**Run 1: metal 2**

Drawn at 4 px/um. Cells faint in the background.
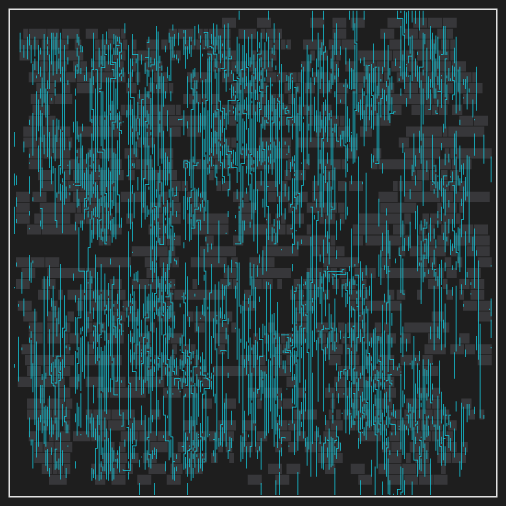
**Run 1: cells colored by class**

Drawn at 3 px/um. Fill, decap, tap and diode cells in gray.
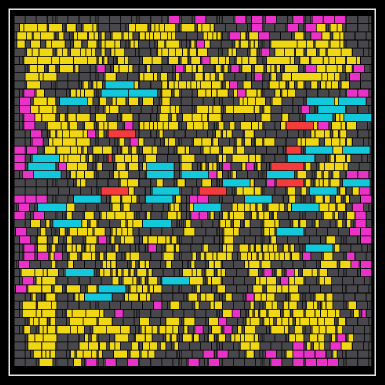
**Run 1: clock distribution**

Drawn at 4 px/um.
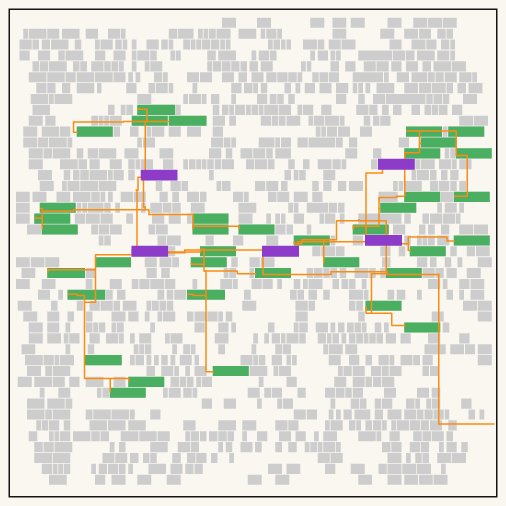
`src/rtl/player_pkg.sv`:
```
// Shared types for the player mover slice: direction decode, FSM states and
// button bit positions.
// Optional feature macro: PLAYER_MOVER_DIAG_EN (diagonal decode of
// orthogonal two-button combinations).
package player_pkg;

  localparam int BTN_U = 3;
  localparam int BTN_D = 2;
  localparam int BTN_R = 1;
  localparam int BTN_L = 0;

  typedef enum logic [3:0] {
    DIR_NONE,
    DIR_U,
    DIR_D,
    DIR_R,
    DIR_L,
    DIR_UR,
    DIR_UL,
    DIR_DR,
    DIR_DL
  } dir_t;

  typedef enum logic [1:0] {
    IDLE,
    DELAY,
    REPEAT
  } state_t;

  // One-hot buttons give a cardinal direction; diagonals only exist when the
  // macro is defined, every other pattern means no movement.
  function automatic dir_t decodeDir(input logic [3:0] b);
    dir_t d;
    d = DIR_NONE;
    case (b)
      4'b1000: d = DIR_U;
      4'b0100: d = DIR_D;
      4'b0010: d = DIR_R;
      4'b0001: d = DIR_L;
`ifdef PLAYER_MOVER_DIAG_EN
      4'b1010: d = DIR_UR;
      4'b1001: d = DIR_UL;
      4'b0110: d = DIR_DR;
      4'b0101: d = DIR_DL;
`endif
      default: d = DIR_NONE;
    endcase
    return d;
  endfunction

endpackage

```
`src/rtl/player_mover_if.sv`:
```
// Command/status bundle between the button decoder, the player mover and the
// renderer. master drives commands and geometry, slave is the mover.
interface player_mover_if #(
  parameter int POS_W = 11
);
  logic [3:0]       btns;
  logic             upEnable;
  logic             downEnable;
  logic             rightEnable;
  logic             leftEnable;
  logic             wrapMode;
  logic             load;
  logic [POS_W-1:0] hStartPos;
  logic [POS_W-1:0] vStartPos;
  logic [POS_W-1:0] objWidth;
  logic [POS_W-1:0] objHeight;
  logic [POS_W-1:0] hPos;
  logic [POS_W-1:0] vPos;
  logic             moved;
  logic             blocked;

  modport master (
    output btns, upEnable, downEnable, rightEnable, leftEnable,
    output wrapMode, load, hStartPos, vStartPos, objWidth, objHeight,
    input  hPos, vPos, moved, blocked
  );

  modport slave (
    input  btns, upEnable, downEnable, rightEnable, leftEnable,
    input  wrapMode, load, hStartPos, vStartPos, objWidth, objHeight,
    output hPos, vPos, moved, blocked
  );
endinterface

```
`src/rtl/player_mover_axis_stepper.sv`:
```
// Combinational single-axis step: move by STEP inside 0..bound, snap to the
// bound when the full step would overshoot, then clamp or wrap at the edge.
module axis_stepper #(
  parameter int POS_W = 11,
  parameter int STEP  = 12
) (
  input  logic [POS_W-1:0] pos,
  input  logic             stepReq,
  input  logic             negDir,
  input  logic             enable,
  input  logic [POS_W-1:0] bound,
  input  logic             wrapMode,
  output logic [POS_W-1:0] nextPos,
  output logic             changed,
  output logic             blocked
);
  // Two guard bits: one for the sign, one so pos+STEP never overflows.
  localparam int XW = POS_W + 2;
  localparam logic signed [XW-1:0] STEP_S = XW'(STEP);

  logic signed [XW-1:0] posS;
  logic signed [XW-1:0] boundS;
  logic signed [XW-1:0] target;
  logic                 inRange;
  logic [POS_W-1:0]     edgePos;
  logic [POS_W-1:0]     oppPos;
  logic [POS_W-1:0]     cand;

  // Target position and the near/far bounds for the requested direction.
  always_comb begin
    posS    = signed'({2'b00, pos});
    boundS  = signed'({2'b00, bound});
    target  = negDir ? (posS - STEP_S) : (posS + STEP_S);
    inRange = !target[XW-1] && (target <= boundS);
    edgePos = negDir ? '0 : bound;
    oppPos  = negDir ? bound : '0;
  end

  // Resolve the step into a new position and exactly one status flag.
  always_comb begin
    nextPos = pos;
    changed = 1'b0;
    blocked = 1'b0;
    cand    = pos;
    if (stepReq) begin
      if (!enable) begin
        blocked = 1'b1;
      end else begin
        if (inRange)
          cand = target[POS_W-1:0];
        else if (pos != edgePos)
          cand = edgePos;
        else if (wrapMode)
          cand = oppPos;
        else
          cand = pos;
        nextPos = cand;
        changed = (cand != pos);
        blocked = (cand == pos);
      end
    end
  end
endmodule

```
`src/rtl/player_mover.sv`:
```
// Player rectangle position register with hold-to-repeat stepping,
// clamp/wrap edge handling, per-direction enables and position load.
// Optional feature macro: PLAYER_MOVER_DIAG_EN (diagonal moves).
module player_mover
  import player_pkg::*;
#(
  parameter int H_RES      = 640,
  parameter int V_RES      = 480,
  parameter int POS_W      = 11,
  parameter int STEP       = 12,
  parameter int H_START    = 320,
  parameter int V_START    = 240,
  parameter int REPEAT_DLY = 8,
  parameter int REPEAT_PER = 4,
  parameter int CNT_W      = 8
) (
  input logic           btnClk,
  input logic           rst,
  player_mover_if.slave bus
);
  localparam logic [POS_W-1:0] H_RES_W   = POS_W'(H_RES);
  localparam logic [POS_W-1:0] V_RES_W   = POS_W'(V_RES);
  localparam logic [CNT_W-1:0] DLY_LAST  = CNT_W'(REPEAT_DLY - 1);
  localparam logic [CNT_W-1:0] PER_LAST  = CNT_W'(REPEAT_PER - 1);

  state_t           state, stateNext;
  dir_t             dir, lastDir;
  logic [CNT_W-1:0] cnt, cntNext;
  logic             stepReq;

  logic [POS_W-1:0] hPosQ, vPosQ;
  logic             movedQ, blockedQ;
  logic [POS_W-1:0] hBound, vBound;
  logic [POS_W-1:0] hLoad, vLoad;

  logic             hReq, hNeg, hEn;
  logic             vReq, vNeg, vEn;
  logic [POS_W-1:0] hNext, vNext;
  logic             hChg, hBlk, vChg, vBlk;

  // Legal top-left ranges and the clamped load targets.
  always_comb begin
    hBound = (bus.objWidth  >= H_RES_W) ? '0 : (H_RES_W - bus.objWidth);
    vBound = (bus.objHeight >= V_RES_W) ? '0 : (V_RES_W - bus.objHeight);
    hLoad  = (bus.hStartPos > hBound) ? hBound : bus.hStartPos;
    vLoad  = (bus.vStartPos > vBound) ? vBound : bus.vStartPos;
    dir    = decodeDir(bus.btns);
  end

  // Repeat FSM: decides whether this edge takes a step.
  always_comb begin
    stateNext = state;
    cntNext   = cnt;
    stepReq   = 1'b0;
    if (dir == DIR_NONE) begin
      stateNext = IDLE;
      cntNext   = '0;
    end else if (state == IDLE || dir != lastDir) begin
      stepReq   = 1'b1;
      stateNext = DELAY;
      cntNext   = '0;
    end else if (state == DELAY) begin
      if (cnt == DLY_LAST) begin
        stepReq   = 1'b1;
        stateNext = REPEAT;
        cntNext   = '0;
      end else begin
        cntNext = cnt + 1'b1;
      end
    end else begin
      if (cnt == PER_LAST) begin
        stepReq = 1'b1;
        cntNext = '0;
      end else begin
        cntNext = cnt + 1'b1;
      end
    end
    if (bus.load) begin
      stepReq   = 1'b0;
      stateNext = IDLE;
      cntNext   = '0;
    end
  end

  // Route the step request to the axis or axes the direction touches.
  always_comb begin
    hReq = 1'b0; hNeg = 1'b0; hEn = 1'b0;
    vReq = 1'b0; vNeg = 1'b0; vEn = 1'b0;
    case (dir)
      DIR_U: begin vReq = stepReq; vNeg = 1'b1; vEn = bus.upEnable;    end
      DIR_D: begin vReq = stepReq; vNeg = 1'b0; vEn = bus.downEnable;  end
      DIR_R: begin hReq = stepReq; hNeg = 1'b0; hEn = bus.rightEnable; end
      DIR_L: begin hReq = stepReq; hNeg = 1'b1; hEn = bus.leftEnable;  end
`ifdef PLAYER_MOVER_DIAG_EN
      DIR_UR: begin
        vReq = stepReq; vNeg = 1'b1; vEn = bus.upEnable;
        hReq = stepReq; hNeg = 1'b0; hEn = bus.rightEnable;
      end
      DIR_UL: begin
        vReq = stepReq; vNeg = 1'b1; vEn = bus.upEnable;
        hReq = stepReq; hNeg = 1'b1; hEn = bus.leftEnable;
      end
      DIR_DR: begin
        vReq = stepReq; vNeg = 1'b0; vEn = bus.downEnable;
        hReq = stepReq; hNeg = 1'b0; hEn = bus.rightEnable;
      end
      DIR_DL: begin
        vReq = stepReq; vNeg = 1'b0; vEn = bus.downEnable;
        hReq = stepReq; hNeg = 1'b1; hEn = bus.leftEnable;
      end
`endif
      default: ;
    endcase
  end

  axis_stepper #(.POS_W(POS_W), .STEP(STEP)) hAxis (
    .pos(hPosQ), .stepReq(hReq), .negDir(hNeg), .enable(hEn),
    .bound(hBound), .wrapMode(bus.wrapMode),
    .nextPos(hNext), .changed(hChg), .blocked(hBlk)
  );

  axis_stepper #(.POS_W(POS_W), .STEP(STEP)) vAxis (
    .pos(vPosQ), .stepReq(vReq), .negDir(vNeg), .enable(vEn),
    .bound(vBound), .wrapMode(bus.wrapMode),
    .nextPos(vNext), .changed(vChg), .blocked(vBlk)
  );

  // Position, status pulses and FSM registers; load overrides any step.
  always_ff @(posedge btnClk or negedge rst) begin
    if (!rst) begin
      hPosQ    <= POS_W'(H_START);
      vPosQ    <= POS_W'(V_START);
      movedQ   <= 1'b0;
      blockedQ <= 1'b0;
      state    <= IDLE;
      cnt      <= '0;
      lastDir  <= DIR_NONE;
    end else begin
      state   <= stateNext;
      cnt     <= cntNext;
      lastDir <= dir;
      if (bus.load) begin
        hPosQ    <= hLoad;
        vPosQ    <= vLoad;
        movedQ   <= (hLoad != hPosQ) || (vLoad != vPosQ);
        blockedQ <= 1'b0;
      end else begin
        hPosQ    <= hNext;
        vPosQ    <= vNext;
        // A diagonal that moves on either axis is not reported as blocked.
        movedQ   <= hChg || vChg;
        blockedQ <= (hBlk || vBlk) && !(hChg || vChg);
      end
    end
  end

  assign bus.hPos    = hPosQ;
  assign bus.vPos    = vPosQ;
  assign bus.moved   = movedQ;
  assign bus.blocked = blockedQ;
endmodule

```
`src/flat_wrapper.sv`:
```
// flat-port wrapper written by rule: the top's interface ports become plain ports
module player_mover_flat import player_pkg::*;
#(
  parameter int H_RES      = 640,
  parameter int V_RES      = 480,
  parameter int POS_W      = 11,
  parameter int STEP       = 12,
  parameter int H_START    = 320,
  parameter int V_START    = 240,
  parameter int REPEAT_DLY = 8,
  parameter int REPEAT_PER = 4,
  parameter int CNT_W      = 8
)
  (btnClk, rst, bus_btns, bus_upEnable, bus_downEnable, bus_rightEnable, bus_leftEnable, bus_wrapMode, bus_load, bus_hStartPos, bus_vStartPos, bus_objWidth, bus_objHeight, bus_hPos, bus_vPos, bus_moved, bus_blocked);
  player_mover_if #(.POS_W(POS_W)) bus_i ();
  input logic btnClk;
  input logic rst;
  input wire logic [$bits(bus_i.btns)-1:0] bus_btns;
  input wire logic [$bits(bus_i.upEnable)-1:0] bus_upEnable;
  input wire logic [$bits(bus_i.downEnable)-1:0] bus_downEnable;
  input wire logic [$bits(bus_i.rightEnable)-1:0] bus_rightEnable;
  input wire logic [$bits(bus_i.leftEnable)-1:0] bus_leftEnable;
  input wire logic [$bits(bus_i.wrapMode)-1:0] bus_wrapMode;
  input wire logic [$bits(bus_i.load)-1:0] bus_load;
  input wire logic [$bits(bus_i.hStartPos)-1:0] bus_hStartPos;
  input wire logic [$bits(bus_i.vStartPos)-1:0] bus_vStartPos;
  input wire logic [$bits(bus_i.objWidth)-1:0] bus_objWidth;
  input wire logic [$bits(bus_i.objHeight)-1:0] bus_objHeight;
  output wire logic [$bits(bus_i.hPos)-1:0] bus_hPos;
  output wire logic [$bits(bus_i.vPos)-1:0] bus_vPos;
  output wire logic [$bits(bus_i.moved)-1:0] bus_moved;
  output wire logic [$bits(bus_i.blocked)-1:0] bus_blocked;
  assign bus_i.btns = bus_btns;
  assign bus_i.upEnable = bus_upEnable;
  assign bus_i.downEnable = bus_downEnable;
  assign bus_i.rightEnable = bus_rightEnable;
  assign bus_i.leftEnable = bus_leftEnable;
  assign bus_i.wrapMode = bus_wrapMode;
  assign bus_i.load = bus_load;
  assign bus_i.hStartPos = bus_hStartPos;
  assign bus_i.vStartPos = bus_vStartPos;
  assign bus_i.objWidth = bus_objWidth;
  assign bus_i.objHeight = bus_objHeight;
  assign bus_hPos = bus_i.hPos;
  assign bus_vPos = bus_i.vPos;
  assign bus_moved = bus_i.moved;
  assign bus_blocked = bus_i.blocked;
  player_mover #(.H_RES(H_RES), .V_RES(V_RES), .POS_W(POS_W), .STEP(STEP), .H_START(H_START), .V_START(V_START), .REPEAT_DLY(REPEAT_DLY), .REPEAT_PER(REPEAT_PER), .CNT_W(CNT_W)) u_core (.btnClk(btnClk), .rst(rst), .bus(bus_i));
endmodule
```
`config.mk`:
```
export PLATFORM = sky130hd
export DESIGN_NAME = player_mover_flat
export DESIGN_NICKNAME = d
export VERILOG_FILES = /design/src/rtl/player_pkg.sv /design/src/rtl/player_mover_if.sv /design/src/rtl/player_mover_axis_stepper.sv /design/src/rtl/player_mover.sv /design/src/flat_wrapper.sv
export SDC_FILE = /design/constraint.sdc
export NUM_CORES = 1
export LEC_CHECK = 0
export ABC_CLOCK_PERIOD_IN_PS = 5850
export CAP_MARGIN = 30
export CORE_MARGIN = 1
export CORE_UTILIZATION = 45
export DETAILED_ROUTE_END_ITERATION = 8
export PLACE_DENSITY = 0.63
export RECOVER_POWER = 25
export SYNTH_ARGS = -nofsm -noshare
export SYNTH_HDL_FRONTEND = slang
export SYNTH_SLANG_ARGS = --single-unit
```
`constraint.sdc`:
```
create_clock -name btnClk -period 5.85 [get_ports btnClk]
set_input_delay 0.585 -clock btnClk [delete_from_list [all_inputs] [get_ports btnClk]]
set_output_delay 0.585 -clock btnClk [all_outputs]
set_load 0.05 [all_outputs]
```
==> impl_metrics.env, run 1 <==
# implementation run metrics
export IMPL_grt_pass1_wl_um=39600
export IMPL_power_density_nw_per_um2=215
export IMPL_p_leak_nw=2.96
export IMPL_synth_area_yosys_sq_um=6430
export IMPL_ys_types=85
export IMPL_report_final_setup_viol=0
export IMPL_cts_made_buffers=5
export IMPL_critical_path_required_ns=6.02
export IMPL_max_cap_viol_count=1
export IMPL_share_of_layout_cells_above_drive_strength_1=0.0758
export IMPL_crit_path_top_delay_cell="sky130_fd_sc_hd__or4b_2"
export IMPL_wl_per_cell_um=22.0
export IMPL_ant_nets=0
export IMPL_initCoreUtil=0.461
export IMPL_first_global_vias=7090
export IMPL_io_pin_count=80
export IMPL_synthDominantCellAreaShare=0.121
export IMPL_detailed_place_hpwl_um=19000
export IMPL_detail_route_first_pass_iterations=5
export IMPL_yosysWarnings=0
export IMPL_criticalPathCategory="primary input to flip-flop"
export IMPL_worst_setup_path_start_kind="primary input"
export IMPL_timing_worst_slew_pin_value_ns=2.21
export IMPL_worst_path_largest_cell_delay_ns=0.64
export IMPL_finalSetupTns_ns=0
export IMPL_timing_critical_path_cells="clkdlybuf4s50_1 > inv_1 > ha_1 > or4b_2 > a41oi_1 > a21oi_1 > nand2b_1 > buf_4 > ha_1 > nand3_1 > nor4_1 > a211oi_1 > o41ai_1 > o211ai_1 > buf_4 > mux2i_1 > and2_1 > a41o_1 > and3_1"
export IMPL_layout_area_growth_over_synthesis_pct=19.3
export IMPL_final_max_slew_viol_count=38
export IMPL_period_used=0.920
export IMPL_synth_seq_cells=37
export IMPL_outcome="finished, violations left"
export IMPL_worstRegToRegCells=18
export IMPL_clock_tree_buffer_depth=2
export IMPL_ctsResizeCount=0
export IMPL_post_synth_main_area_contributors="sky130_fd_sc_hd__dfrtp_1, sky130_fd_sc_hd__ha_1, sky130_fd_sc_hd__xnor2_1"
export IMPL_violated_checks="capacitance limit, slew limit"
export IMPL_ir_drop_mv=0.137
export IMPL_cts_root_buf="sky130_fd_sc_hd__clkbuf_16"
export IMPL_synth_cells_most_frequent="sky130_fd_sc_hd__nor2_1, sky130_fd_sc_hd__nand2_1, sky130_fd_sc_hd__o21ai_0, sky130_fd_sc_hd__a21oi_1, sky130_fd_sc_hd__clkbuf_1"
export IMPL_die_size_y_um=122
export IMPL_maxClockFrequency_ghz=0.186
export IMPL_routed_via_density=6.71
export IMPL_ys_cells=898
export IMPL_post_cts_hold_buffer_count=0
## Picture notes: 'metal 2'
- nets with wire on the layer: 892
- wire length on this layer: 10400 um
- share of all routed wire: 41%
- longest straight run: 48.5 um
- main direction: vertical
M2 GR Usage: 0.493
number of vias in the routed layout: 7672
final wirelength: 25100 um

## Picture notes: 'cells colored by class'
- all other logic: yellow (cells 801; share of their area 71%)
- other buffers and delay cells: magenta (cells 117; share of their area 14%)
- flip-flops: cyan (cells 37; share of their area 13%)
- clock drivers and dummy loads: red (cells 8; share of their area 2.3%)
post-route standard cell area excluding fillers: 7670 sq um
core region area: 13900 sq um
number of placement rows: 43

## Picture notes: 'clock distribution'
- flip-flops: green (count 37)
- clock wires: orange (length 656 um)
- cells driving clock nets: purple (count 5)
- routed clock nets: 6
skew final: 0.0101 ns
power in the clock group: 0.000325 W
clock network latency to the later pin of the worst-skew pair: 0.29 ns

==> run 1: where the power goes <==
group | switching [W] | leakage [nW] | internal [W]
clock | 0.000112 | 0.0841 | 0.000213
sequential | 0.0000896 | 0.475 | 0.000281
combinational | 0.000573 | 2.40 | 0.000380
==> run 1: state kept, by name (all words and copies together), names as in the netlist <==
name / count
u_core.bus.hPos: 11
u_core.bus.vPos: 11
u_core.cnt: 8
u_core.lastDir: 3
u_core.state: 2
u_core.bus.blocked: 1
u_core.bus.moved: 1
==> run 1: layout by cell type, fill, tap and decap left out, types with 30 or more instances in the layout <==
cell	n
sky130_fd_sc_hd__nand2_1	78
sky130_fd_sc_hd__nor3_1	30
sky130_fd_sc_hd__nand3_1	33
sky130_fd_sc_hd__ha_1	51
sky130_fd_sc_hd__a21oi_1	57
sky130_fd_sc_hd__nor2_1	86
sky130_fd_sc_hd__dfrtp_1	31
sky130_fd_sc_hd__xnor2_1	44
sky130_fd_sc_hd__clkdlybuf4s50_1	78
sky130_fd_sc_hd__buf_4	38
sky130_fd_sc_hd__inv_1	36
sky130_fd_sc_hd__o21ai_0	65
==> run 1: logic make-up after synthesis <==
group | Yosys count | synth area share
simple gates | 343 | 0.271
other cells | 1 | 0.000583
fa+ha+maj | 51 | 0.0993
buf+inv | 99 | 0.0590
xor+xnor | 66 | 0.0923
mux | 20 | 0.0323
flops | 37 | 0.145
compound gates | 281 | 0.301
==> run 1: layer usage <==
layer,global-route usage,up-vias,part of all wire
met1,0.527,3667,0.46
met3,0.0686,48,0.11
met4,0.0903,0,0.017
met2,0.493,449,0.41
met5,0,-,0
li1,-,3508,-
==> run 1: worst paths after layout <==
kind / start / endpoint / slack, ns
setup / recovery: bus_objHeight[0] / u_core.bus.blocked$_DFF_PN0_ / 0.47
hold / removal: u_core.cnt[0]$_DFF_PN0_ / u_core.cnt[0]$_DFF_PN0_ / 0.47
setup reg to reg: u_core.bus.hPos[3]$_DFFE_PN0P_ / u_core.bus.moved$_DFF_PN0_ / 1.32
hold reg to reg: u_core.cnt[0]$_DFF_PN0_ / u_core.cnt[0]$_DFF_PN0_ / 0.47
max in group asynchronous: rst / u_core.bus.hPos[5]$_DFFE_PN0P_ / 3.64
min in group asynchronous: rst / u_core.lastDir[0]$_DFF_PN0_ / 0.95
==> run 1: metrics by stage <==
step | util | area, sq um | std cells
6_report | 0.551 | 7670 | 1143
5_1_grt | 0.551 | 7670 | 1143
4_1_cts | 0.551 | 7670 | 1143
3_5_place_dp | 0.538 | 7500 | 1135
3_3_place_gp | 0.538 | 7500 | 1135
2_1_floorplan | - | 6430 | 899
==> run 1: worst max-delay path, delay by kind of cell <==
kind | cells | cell delay [ns]
fa+ha+maj | 2 | 0.58
simple gates | 6 | 1.71
buf+inv | 4 | 1.16
mux | 1 | 0.14
compound gates | 6 | 1.37
==> run 1: cell type report <==
type | instances | area, sq um
Inverter | 38 | 143
Fill cell | 1305 | 6260
Clock inverter | 1 | 30.0
Clock buffer | 7 | 143
Tap cell | 180 | 225
Timing Repair Buffer | 117 | 1070
Sequential cell | 37 | 933
Multi-Input combinational cell | 763 | 5130
==> run 1 -> run 2 <==
Settings changed: SKIP_LAST_GASP set to 1.
**Run 2: clock routing**

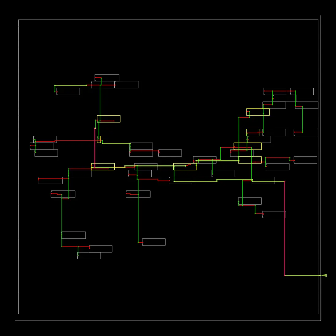
flop count: 37
number of sinks driven by the clock tree: 37
Num CTS Buffers: 5

==> run 2 against run 1 <==
  * Clock power about the same
  * Setup slack is the same
  * Utilization did not move
  * Count of clock-buffer cells in the layout is the same
  * Critical path depth did not move
  * The run still ends with capacitance limit, slew limit left
  * Final area did not move
  * Hold slack stayed put
  * Routed wire length is the same
  * Area after synthesis unchanged
  * Sequential power about the same
  * Fmax is the same
  * Via count is the same
==> impl_metrics.env, run 2 <==
# implementation run metrics
export IMPL_ir_drop_mv=0.137
export IMPL_cts_root_buf="sky130_fd_sc_hd__clkbuf_16"
export IMPL_synth_area_yosys_sq_um=6430
export IMPL_io_pin_count=80
export IMPL_outcome="finished, violations left"
export IMPL_violated_checks="capacitance limit, slew limit"
export IMPL_period_used=0.920
export IMPL_die_size_y_um=122
export IMPL_p_leak_nw=2.96
export IMPL_critical_path_required_ns=6.02
export IMPL_synthDominantCellAreaShare=0.121
export IMPL_synth_cells_most_frequent="sky130_fd_sc_hd__nor2_1, sky130_fd_sc_hd__nand2_1, sky130_fd_sc_hd__o21ai_0, sky130_fd_sc_hd__a21oi_1, sky130_fd_sc_hd__clkbuf_1"
export IMPL_seq_power_share=0.225
export IMPL_num_rows=43
export IMPL_skew_final_ns=0.0101
export IMPL_crit_path_top_delay_cell="sky130_fd_sc_hd__or4b_2"
export IMPL_layout_area_growth_over_synthesis_pct=19.3
export IMPL_netSwitchingPower_w=0.000774
export IMPL_grt_pass1_wl_um=39600
export IMPL_clock_tree_buffer_depth=2
export IMPL_ctsResizeCount=0
export IMPL_worstSkewPairLatency_ns=0.29
export IMPL_ant_nets=0
export IMPL_max_cap_viol_count=1
export IMPL_comb_power_share=0.578
export IMPL_routed_via_density=6.71
export IMPL_final_max_slew_viol_count=38
export IMPL_netSwitchingFraction=0.470
export IMPL_layout_top_cell_excl_fill_tap="sky130_fd_sc_hd__nor2_1"
export IMPL_maxClockFrequency_ghz=0.186
export IMPL_layout_cells_most_common_list="sky130_fd_sc_hd__nor2_1, sky130_fd_sc_hd__nand2_1, sky130_fd_sc_hd__clkdlybuf4s50_1"
export IMPL_post_synth_main_area_contributors="sky130_fd_sc_hd__dfrtp_1, sky130_fd_sc_hd__ha_1, sky130_fd_sc_hd__xnor2_1"
export IMPL_timing_worst_slew_pin_value_ns=2.21
export IMPL_finalSetupTns_ns=0
export IMPL_final_cell_count_no_fill=1143
export IMPL_ys_cells=898
export IMPL_synth_seq_cells=37
export IMPL_report_final_setup_viol=0
export IMPL_detail_route_first_pass_iterations=5
export IMPL_dr_total_vias=7672
export IMPL_yosysWarnings=0
export IMPL_worst_path_largest_cell_delay_ns=0.64
export IMPL_initCoreUtil=0.461
export IMPL_intPower_w=0.000874
**Run 2: cells colored by class**

Drawn at 3 px/um. Fill, decap, tap and diode cells in gray.
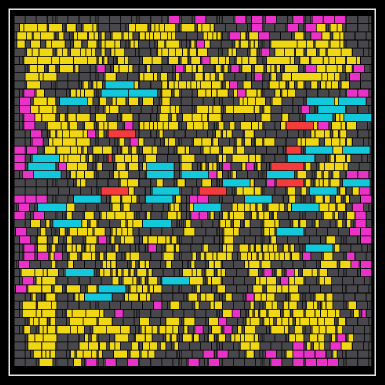
- flip-flops: cyan (cells 37; share of their area 13%)
- other buffers and delay cells: magenta (cells 117; share of their area 14%)
- clock drivers and dummy loads: red (cells 8; share of their area 2.3%)
- all other logic: yellow (cells 801; share of their area 71%)
Final Util: 0.551
share of the final layout cell area in sequential cells: 0.122

[run 2: cell counts in the layout (fill, tap and decap cells not counted)]
No cell type changed its count.
[run 2: final cells by class]
| type | instances | area, sq um | area share |
|---|---|---|---|
| well taps | 180 | 225 | 0.0294 |
| inverters | 38 | 143 | 0.0186 |
| repair buffers | 117 | 1070 | 0.139 |
| flip-flops and latches | 37 | 933 | 0.122 |
| clock inverters | 1 | 30.0 | 0.00391 |
| multi-input cells | 763 | 5130 | 0.668 |
| clock buffers | 7 | 143 | 0.0186 |
[run 2: kinds of logic after synthesis]
kind of cell,count (synthesis),share of synthesized area
AND/OR/NAND/NOR,343,0.271
flip-flops,37,0.145
other,1,0.000583
multiplexers,20,0.0323
AND-OR/OR-AND,281,0.301
buffers and inverters,99,0.0590
adder cells (fa/ha/maj),51,0.0993
XOR/XNOR,66,0.0923
[run 2: worst max-delay path: cells and delay by family]
| family | cells | cell delay, ns |
|---|---|---|
| compound gates | 6 | 1.37 |
| fa+ha+maj | 2 | 0.58 |
| buf+inv | 4 | 1.16 |
| mux | 1 | 0.14 |
| simple gates | 6 | 1.71 |
[run 2: per-stage QoR]
stage	hold WS [ns]	total power [W]	setup WS (ns)	cell area (sq um)	utilization
after global placement	0.437	0.00128	0.303	7500	0.538
after floorplan	0.289	0.000974	1.27	6430	-
after detailed placement	0.471	0.00129	0.257	7500	0.538
after CTS	0.468	0.00162	0.543	7670	0.551
after global routing	0.494	0.00175	0.116	7670	0.551
final	0.466	0.00165	0.468	7670	0.551
[run 2: final timing paths]
kind | depth (start not counted) | end | startpoint
hold reg to reg | 1 | u_core.cnt[0]$_DFF_PN0_ | u_core.cnt[0]$_DFF_PN0_
setup / recovery | 19 | u_core.bus.blocked$_DFF_PN0_ | bus_objHeight[0]
hold / removal | 1 | u_core.cnt[0]$_DFF_PN0_ | u_core.cnt[0]$_DFF_PN0_
setup reg to reg | 18 | u_core.bus.moved$_DFF_PN0_ | u_core.bus.hPos[3]$_DFFE_PN0P_
min in group asynchronous | 1 | u_core.lastDir[0]$_DFF_PN0_ | rst
max in group asynchronous | 1 | u_core.bus.hPos[5]$_DFFE_PN0P_ | rst
[run 2: power by group through the flow]
stage	Combinational, W	Clock, W	Sequential [W]
finish	0.000952	0.000325	0.000371
global placement	0.000912	0	0.000369
floorplan	0.000597	0	0.000377
global route	0.00103	0.000341	0.000374
detailed placement	0.000925	0	0.000369
CTS	0.000930	0.000329	0.000365
[run 2: metal layers]
layer / track usage / routed length [um]
met5: 0 / 0
met4: 0.0903 / 427
met3: 0.0686 / 2700
met2: 0.493 / 10400
met1: 0.527 / 11600
No activity file was given, so power comes from the tool's default toggle rates.
